==> src/rtl/uart_fizz_host.sv <==
// uart_fizz_host: host-side initiator for the UART count protocol.
// Sends "r" then NUM_NEXT x "n", checks each digit reply, reports result.

// 8N1 transmitter, LSB first, line idles high.
module uart_tx #(
  parameter int CLKS_PER_BIT = 2
) (
  input  logic       clk,
  input  logic       rst,
  input  logic       i_tx_valid,
  input  logic [7:0] i_tx_data,
  output logic       o_tx_busy,
  output logic       o_tx_serial
);
  localparam int CW = (CLKS_PER_BIT > 1) ? $clog2(CLKS_PER_BIT) : 1;
  localparam logic [CW-1:0] CLK_LAST = CW'(CLKS_PER_BIT - 1);

  logic          busy_q, busy_d;
  logic          ser_q, ser_d;
  logic [9:0]    sh_q, sh_d;
  logic [3:0]    bit_q, bit_d;
  logic [CW-1:0] clk_q, clk_d;

  // frame shifter: load {stop,data,start}, step one bit per CLKS_PER_BIT
  always_comb begin
    busy_d = busy_q;
    ser_d  = ser_q;
    sh_d   = sh_q;
    bit_d  = bit_q;
    clk_d  = clk_q;
    if (!busy_q) begin
      ser_d = 1'b1;
      if (i_tx_valid) begin
        busy_d = 1'b1;
        sh_d   = {1'b1, i_tx_data, 1'b0};
        ser_d  = 1'b0;
        bit_d  = '0;
        clk_d  = '0;
      end
    end else if (clk_q == CLK_LAST) begin
      clk_d = '0;
      if (bit_q == 4'd9) begin
        busy_d = 1'b0;
        ser_d  = 1'b1;
      end else begin
        bit_d = bit_q + 4'd1;
        sh_d  = {1'b1, sh_q[9:1]};
        ser_d = sh_q[1];
      end
    end else begin
      clk_d = clk_q + 1'b1;
    end
  end

  // state register
  always_ff @(posedge clk) begin
    if (rst) begin
      busy_q <= 1'b0;
      ser_q  <= 1'b1;
      sh_q   <= '1;
      bit_q  <= '0;
      clk_q  <= '0;
    end else begin
      busy_q <= busy_d;
      ser_q  <= ser_d;
      sh_q   <= sh_d;
      bit_q  <= bit_d;
      clk_q  <= clk_d;
    end
  end

  assign o_tx_busy   = busy_q;
  assign o_tx_serial = ser_q;
endmodule

// 8N1 receiver with a two-flop input synchronizer.
module uart_rx #(
  parameter int CLKS_PER_BIT = 2
) (
  input  logic       clk,
  input  logic       rst,
  input  logic       i_rx_serial,
  output logic       o_rx_valid,
  output logic [7:0] o_rx_data,
  output logic       o_rx_busy
);
  localparam int CW = (CLKS_PER_BIT > 1) ? $clog2(CLKS_PER_BIT) : 1;
  localparam logic [CW-1:0] CLK_LAST = CW'(CLKS_PER_BIT - 1);
  localparam logic [CW-1:0] CLK_HALF = CW'((CLKS_PER_BIT - 1) / 2);

  typedef enum logic [1:0] {
    RX_IDLE, RX_START, RX_DATA, RX_STOP
  } rx_state_t;

  rx_state_t     state_q, state_d;
  logic          s1_q, rx_q;
  logic [CW-1:0] clk_q, clk_d;
  logic [2:0]    bit_q, bit_d;
  logic [7:0]    sh_q, sh_d;
  logic          vld_q, vld_d;
  logic [7:0]    dat_q, dat_d;

  // next-state: find start edge, confirm mid-bit, sample 8 bits, check stop
  always_comb begin
    state_d = state_q;
    clk_d   = clk_q;
    bit_d   = bit_q;
    sh_d    = sh_q;
    vld_d   = 1'b0;
    dat_d   = dat_q;
    unique case (state_q)
      RX_IDLE: begin
        if (!rx_q) begin
          state_d = RX_START;
          clk_d   = '0;
        end
      end
      RX_START: begin
        if (clk_q == CLK_HALF) begin
          clk_d   = '0;
          bit_d   = '0;
          state_d = rx_q ? RX_IDLE : RX_DATA;
        end else begin
          clk_d = clk_q + 1'b1;
        end
      end
      RX_DATA: begin
        if (clk_q == CLK_LAST) begin
          clk_d = '0;
          sh_d  = {rx_q, sh_q[7:1]};
          if (bit_q == 3'd7) state_d = RX_STOP;
          else bit_d = bit_q + 3'd1;
        end else begin
          clk_d = clk_q + 1'b1;
        end
      end
      RX_STOP: begin
        if (clk_q == CLK_LAST) begin
          clk_d   = '0;
          vld_d   = rx_q;
          dat_d   = rx_q ? sh_q : dat_q;
          state_d = RX_IDLE;
        end else begin
          clk_d = clk_q + 1'b1;
        end
      end
      default: state_d = RX_IDLE;
    endcase
  end

  // state register and synchronizer
  always_ff @(posedge clk) begin
    if (rst) begin
      state_q <= RX_IDLE;
      s1_q    <= 1'b1;
      rx_q    <= 1'b1;
      clk_q   <= '0;
      bit_q   <= '0;
      sh_q    <= '0;
      vld_q   <= 1'b0;
      dat_q   <= '0;
    end else begin
      state_q <= state_d;
      s1_q    <= i_rx_serial;
      rx_q    <= s1_q;
      clk_q   <= clk_d;
      bit_q   <= bit_d;
      sh_q    <= sh_d;
      vld_q   <= vld_d;
      dat_q   <= dat_d;
    end
  end

  assign o_rx_valid = vld_q;
  assign o_rx_data  = dat_q;
  assign o_rx_busy  = (state_q != RX_IDLE);
endmodule

// Command sequencer and reply checker.
module uart_fizz_host #(
  parameter int CLKS_PER_BIT = 2,
  parameter int NUM_NEXT     = 16,
  parameter int CNT_MAX      = 8,
  parameter int TIMEOUT_CLKS = 256
) (
  input  logic       clk,
  input  logic       rst,
  input  logic       i_start,
  input  logic       rx_phy,
  output logic       tx_phy,
  output logic       rx_busy,
  output logic       tx_busy,
  output logic       o_busy,
  output logic       o_done,
  output logic       o_pass,
  output logic [7:0] o_err_cnt,
  output logic [7:0] o_last_rx
);
  localparam int SW = $clog2(NUM_NEXT + 1);
  localparam int EW = $clog2(CNT_MAX + 1);
  localparam int TW = $clog2(TIMEOUT_CLKS);
  localparam logic [7:0] CMD_R = 8'h72;
  localparam logic [7:0] CMD_N = 8'h6E;

  typedef enum logic [1:0] {
    IDLE, SEND, WAIT_RSP, DONE
  } state_t;

  state_t        state_q, state_d;
  logic [7:0]    cmd_q, cmd_d;
  logic [EW-1:0] exp_q, exp_d;
  logic [SW-1:0] step_q, step_d;
  logic [TW-1:0] timer_q, timer_d;
  logic          tx_valid_q, tx_valid_d;
  logic [7:0]    tx_data_q, tx_data_d;
  logic          busy_q, busy_d;
  logic          done_q, done_d;
  logic          pass_q, pass_d;
  logic [7:0]    err_q, err_d;
  logic [7:0]    last_q, last_d;
  logic          err_inc, adv;
  logic          rx_valid;
  logic [7:0]    rx_data;

  uart_tx #(.CLKS_PER_BIT(CLKS_PER_BIT)) u_tx (
    .clk         (clk),
    .rst         (rst),
    .i_tx_valid  (tx_valid_q),
    .i_tx_data   (tx_data_q),
    .o_tx_busy   (tx_busy),
    .o_tx_serial (tx_phy)
  );

  uart_rx #(.CLKS_PER_BIT(CLKS_PER_BIT)) u_rx (
    .clk         (clk),
    .rst         (rst),
    .i_rx_serial (rx_phy),
    .o_rx_valid  (rx_valid),
    .o_rx_data   (rx_data),
    .o_rx_busy   (rx_busy)
  );

  // next-state and outputs; a start coincident with o_done is dropped
  always_comb begin
    state_d    = state_q;
    cmd_d      = cmd_q;
    exp_d      = exp_q;
    step_d     = step_q;
    timer_d    = timer_q;
    tx_valid_d = 1'b0;
    tx_data_d  = tx_data_q;
    busy_d     = busy_q;
    done_d     = 1'b0;
    pass_d     = pass_q;
    err_d      = err_q;
    last_d     = last_q;
    err_inc    = 1'b0;
    adv        = 1'b0;
    unique case (state_q)
      IDLE: begin
        if (i_start && !done_q) begin
          err_d   = '0;
          pass_d  = 1'b0;
          cmd_d   = CMD_R;
          exp_d   = '0;
          step_d  = '0;
          busy_d  = 1'b1;
          state_d = SEND;
        end
      end
      SEND: begin
        if (!tx_busy) begin
          tx_valid_d = 1'b1;
          tx_data_d  = cmd_q;
          timer_d    = '0;
          state_d    = WAIT_RSP;
        end
      end
      WAIT_RSP: begin
        timer_d = timer_q + 1'b1;
        if (rx_valid) begin
          last_d  = rx_data;
          err_inc = (rx_data != (8'h30 + 8'(exp_q)));
          adv     = 1'b1;
        end else if (timer_q == TW'(TIMEOUT_CLKS - 1)) begin
          last_d  = '0;
          err_inc = 1'b1;
          adv     = 1'b1;
        end
        if (err_inc && err_q != 8'hFF) err_d = err_q + 8'd1;
        if (adv) begin
          if (step_q == SW'(NUM_NEXT)) begin
            state_d = DONE;
          end else begin
            step_d  = step_q + 1'b1;
            cmd_d   = CMD_N;
            exp_d   = (exp_q == EW'(CNT_MAX)) ? '0 : exp_q + 1'b1;
            state_d = SEND;
          end
        end
      end
      DONE: begin
        done_d  = 1'b1;
        pass_d  = (err_q == 8'd0);
        busy_d  = 1'b0;
        state_d = IDLE;
      end
      default: state_d = IDLE;
    endcase
  end

  // state register
  always_ff @(posedge clk) begin
    if (rst) begin
      state_q    <= IDLE;
      cmd_q      <= '0;
      exp_q      <= '0;
      step_q     <= '0;
      timer_q    <= '0;
      tx_valid_q <= 1'b0;
      tx_data_q  <= '0;
      busy_q     <= 1'b0;
      done_q     <= 1'b0;
      pass_q     <= 1'b0;
      err_q      <= '0;
      last_q     <= '0;
    end else begin
      state_q    <= state_d;
      cmd_q      <= cmd_d;
      exp_q      <= exp_d;
      step_q     <= step_d;
      timer_q    <= timer_d;
      tx_valid_q <= tx_valid_d;
      tx_data_q  <= tx_data_d;
      busy_q     <= busy_d;
      done_q     <= done_d;
      pass_q     <= pass_d;
      err_q      <= err_d;
      last_q     <= last_d;
    end
  end

  assign o_busy    = busy_q;
  assign o_done    = done_q;
  assign o_pass    = pass_q;
  assign o_err_cnt = err_q;
  assign o_last_rx = last_q;
endmodule

==> config.mk <==
export PLATFORM = sky130hd
export DESIGN_NAME = uart_fizz_host
export DESIGN_NICKNAME = d
export VERILOG_FILES = /design/src/rtl/uart_fizz_host.sv
export SDC_FILE = /design/constraint.sdc
export NUM_CORES = 1
export LEC_CHECK = 0
export CAP_MARGIN = 40
export CORE_MARGIN = 3
export CORE_UTILIZATION = 40
export CTS_CLUSTER_SIZE = 12
export DETAILED_ROUTE_END_ITERATION = 6
export PLACE_DENSITY = 0.66
export SLEW_MARGIN = 15
export SYNTH_ARGS = -nofsm -noshare
export SYNTH_HDL_FRONTEND = slang
export SYNTH_SLANG_ARGS = --single-unit
==> constraint.sdc <==
create_clock -name clk -period 2.66 [get_ports clk]
set_input_delay 0.798 -clock clk [delete_from_list [all_inputs] [get_ports clk]]
set_output_delay 0.798 -clock clk [all_outputs]
set_load 0.01 [all_outputs]
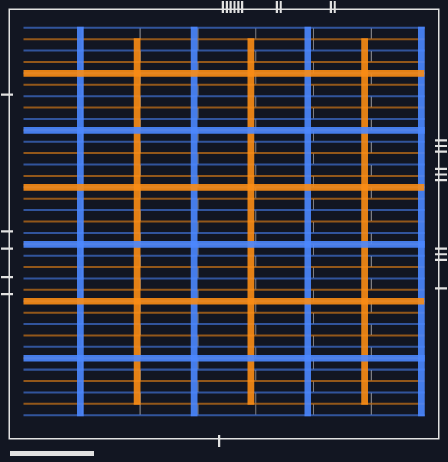
power_grid.png
The bar under the picture is 20 um long. Pins as bars on the die edge. Tap cells in grey.
colour	net
orange	VDD
blue	VSS
signal pins	26
met5 straps	6
rows	34
tap cells	108

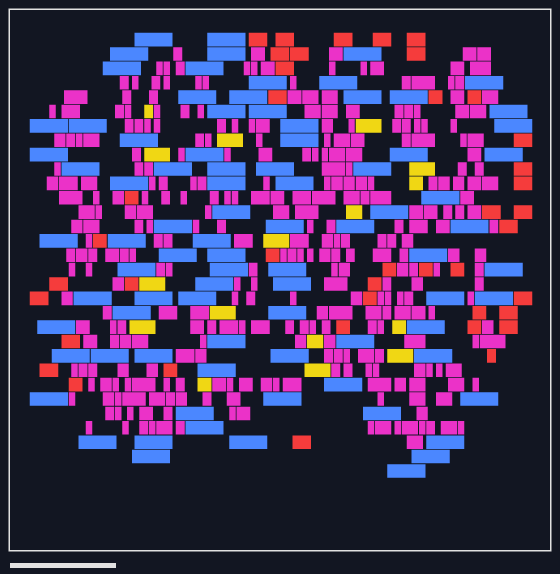
placement_by_type.png
The bar under the picture is 20 um long.
colour	class	cells
magenta	combinational and other logic	319
red	other buffers and delay cells	41
yellow	clock drivers and dummy loads	16
blue	flops	85

==> flow_metrics.tcl <==
# implementation run metrics
set metrics [dict create \
    outcome "finished clean" \
    clk_pin_slew_ns 0.09 \
    power-top-group "registers" \
    timing.hold.worst.class "reg2reg" \
    power.net_switching_uw 595.9 \
    cp_data_required_time_ns 2.94 \
    vias 3047 \
    critPathMaxFanout 11 \
    enable_flop_cells 0 \
    final_critical_path_setup_slack_ns 0.07653 \
    hold_ws_ns 0.4160 \
    swShare 0.2549 \
    rr_worst_depth 5 \
    power_leakage_uw 0.001586 \
    p_comb_uw 172 \
    postRouteAntennaNets 0 \
    finalClockPeriodUsage 0.9712 \
    crit_path_end_kind "flop" \
    share_comb_of_total_power 0.073 \
    crit_cells 6 \
    total_length_of_routed_wires_um 7576 \
    initialDrtViolationCount 102 \
    fmax_mhz 387.1 \
]
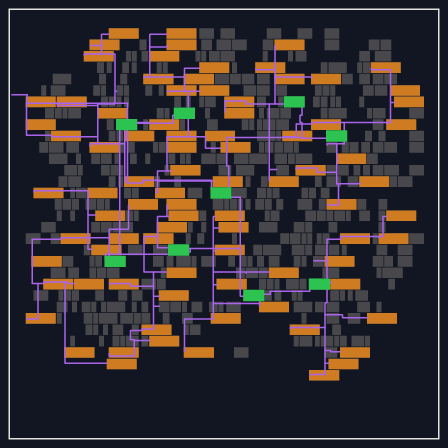
clk_routes.png
[purple] clock wires | length: 1010 um
[orange] flip-flops | count: 85
[green] clock drivers | count: 9
routed clock nets	10
Clock Power Share: 0.361
source-to-sink clock delay at the later pin of the worst-skew pair: 0.36 ns
clk_skew: 0.008863 ns
power in the clock group: 844 uW

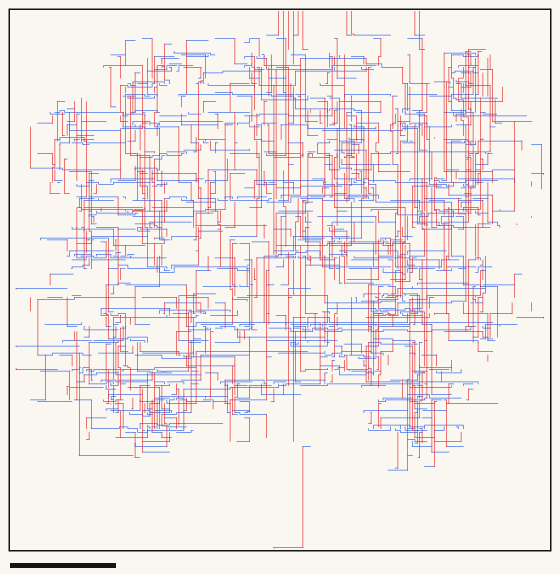
wires.png
The bar under the picture is 20 um long. Two of the layers only.
colour	layer	wire length
red	metal 2	3520 um
blue	metal 1	3710 um

[layer usage]
| metal | track usage | vias up | part of all wire |
|---|---|---|---|
| met3 | 0.04300 | 6 | 0.037 |
| met5 | 0 | - | 0 |
| li1 | - | 1576 | - |
| met2 | 0.2554 | 52 | 0.46 |
| met4 | 0.04036 | 0 | 0.0086 |
| met1 | 0.2057 | 1413 | 0.49 |
[worst min path at each step]
stage / startpoint / endpoint / slack, ns / cells past startpoint
6_report: u_rx.s1_q / u_rx.rx_q / 0.42 / 1
3_3_place_gp: u_rx.s1_q / u_rx.rx_q / 0.40 / 1
5_1_grt: u_rx.s1_q / u_rx.rx_q / 0.45 / 1
2_1_floorplan: u_rx.s1_q / u_rx.rx_q / 0.39 / 1
4_1_cts: u_rx.s1_q / u_rx.rx_q / 0.42 / 1
3_5_place_dp: u_rx.s1_q / u_rx.rx_q / 0.40 / 1
[sequential cells by signal (all words and copies together) (netlist names), 2 cells and up, named ones only]
name,flops
cmd_q,3
u_rx.sh_q,8
u_tx.sh_q,8
u_rx.o_rx_data,8
o_last_rx,8
state_q,2
exp_q,4
u_tx.bit_q,4
tx_data_q,3
u_rx.bit_q,3
step_q,5
timer_q,8
o_err_cnt,8
[layout make-up]
type	instances	area, um2
fillers	867	4557
multi-input cells	303	1847
flip-flops and latches	85	1702
repair buffers	41	365.4
clock buffers	10	137.6
well taps	108	135.1
inverters	16	60.06
clock inverters	6	45.04
[kinds of logic (layout without fill, tap and decap cells)]
family	count (synthesis)	after routing	synth area share
and+or+nand+nor	166	166	0.2267
buffers and inverters	41	73	0.04364
DFF	85	85	0.4601
AOI/OAI and AO/OA	108	108	0.1878
muxes	6	6	0.01624
adders and majority gates	11	11	0.03721
xor gates and xnor gates	12	12	0.02842
Power figures rest on the tool's default switching activity, not on a simulated workload.
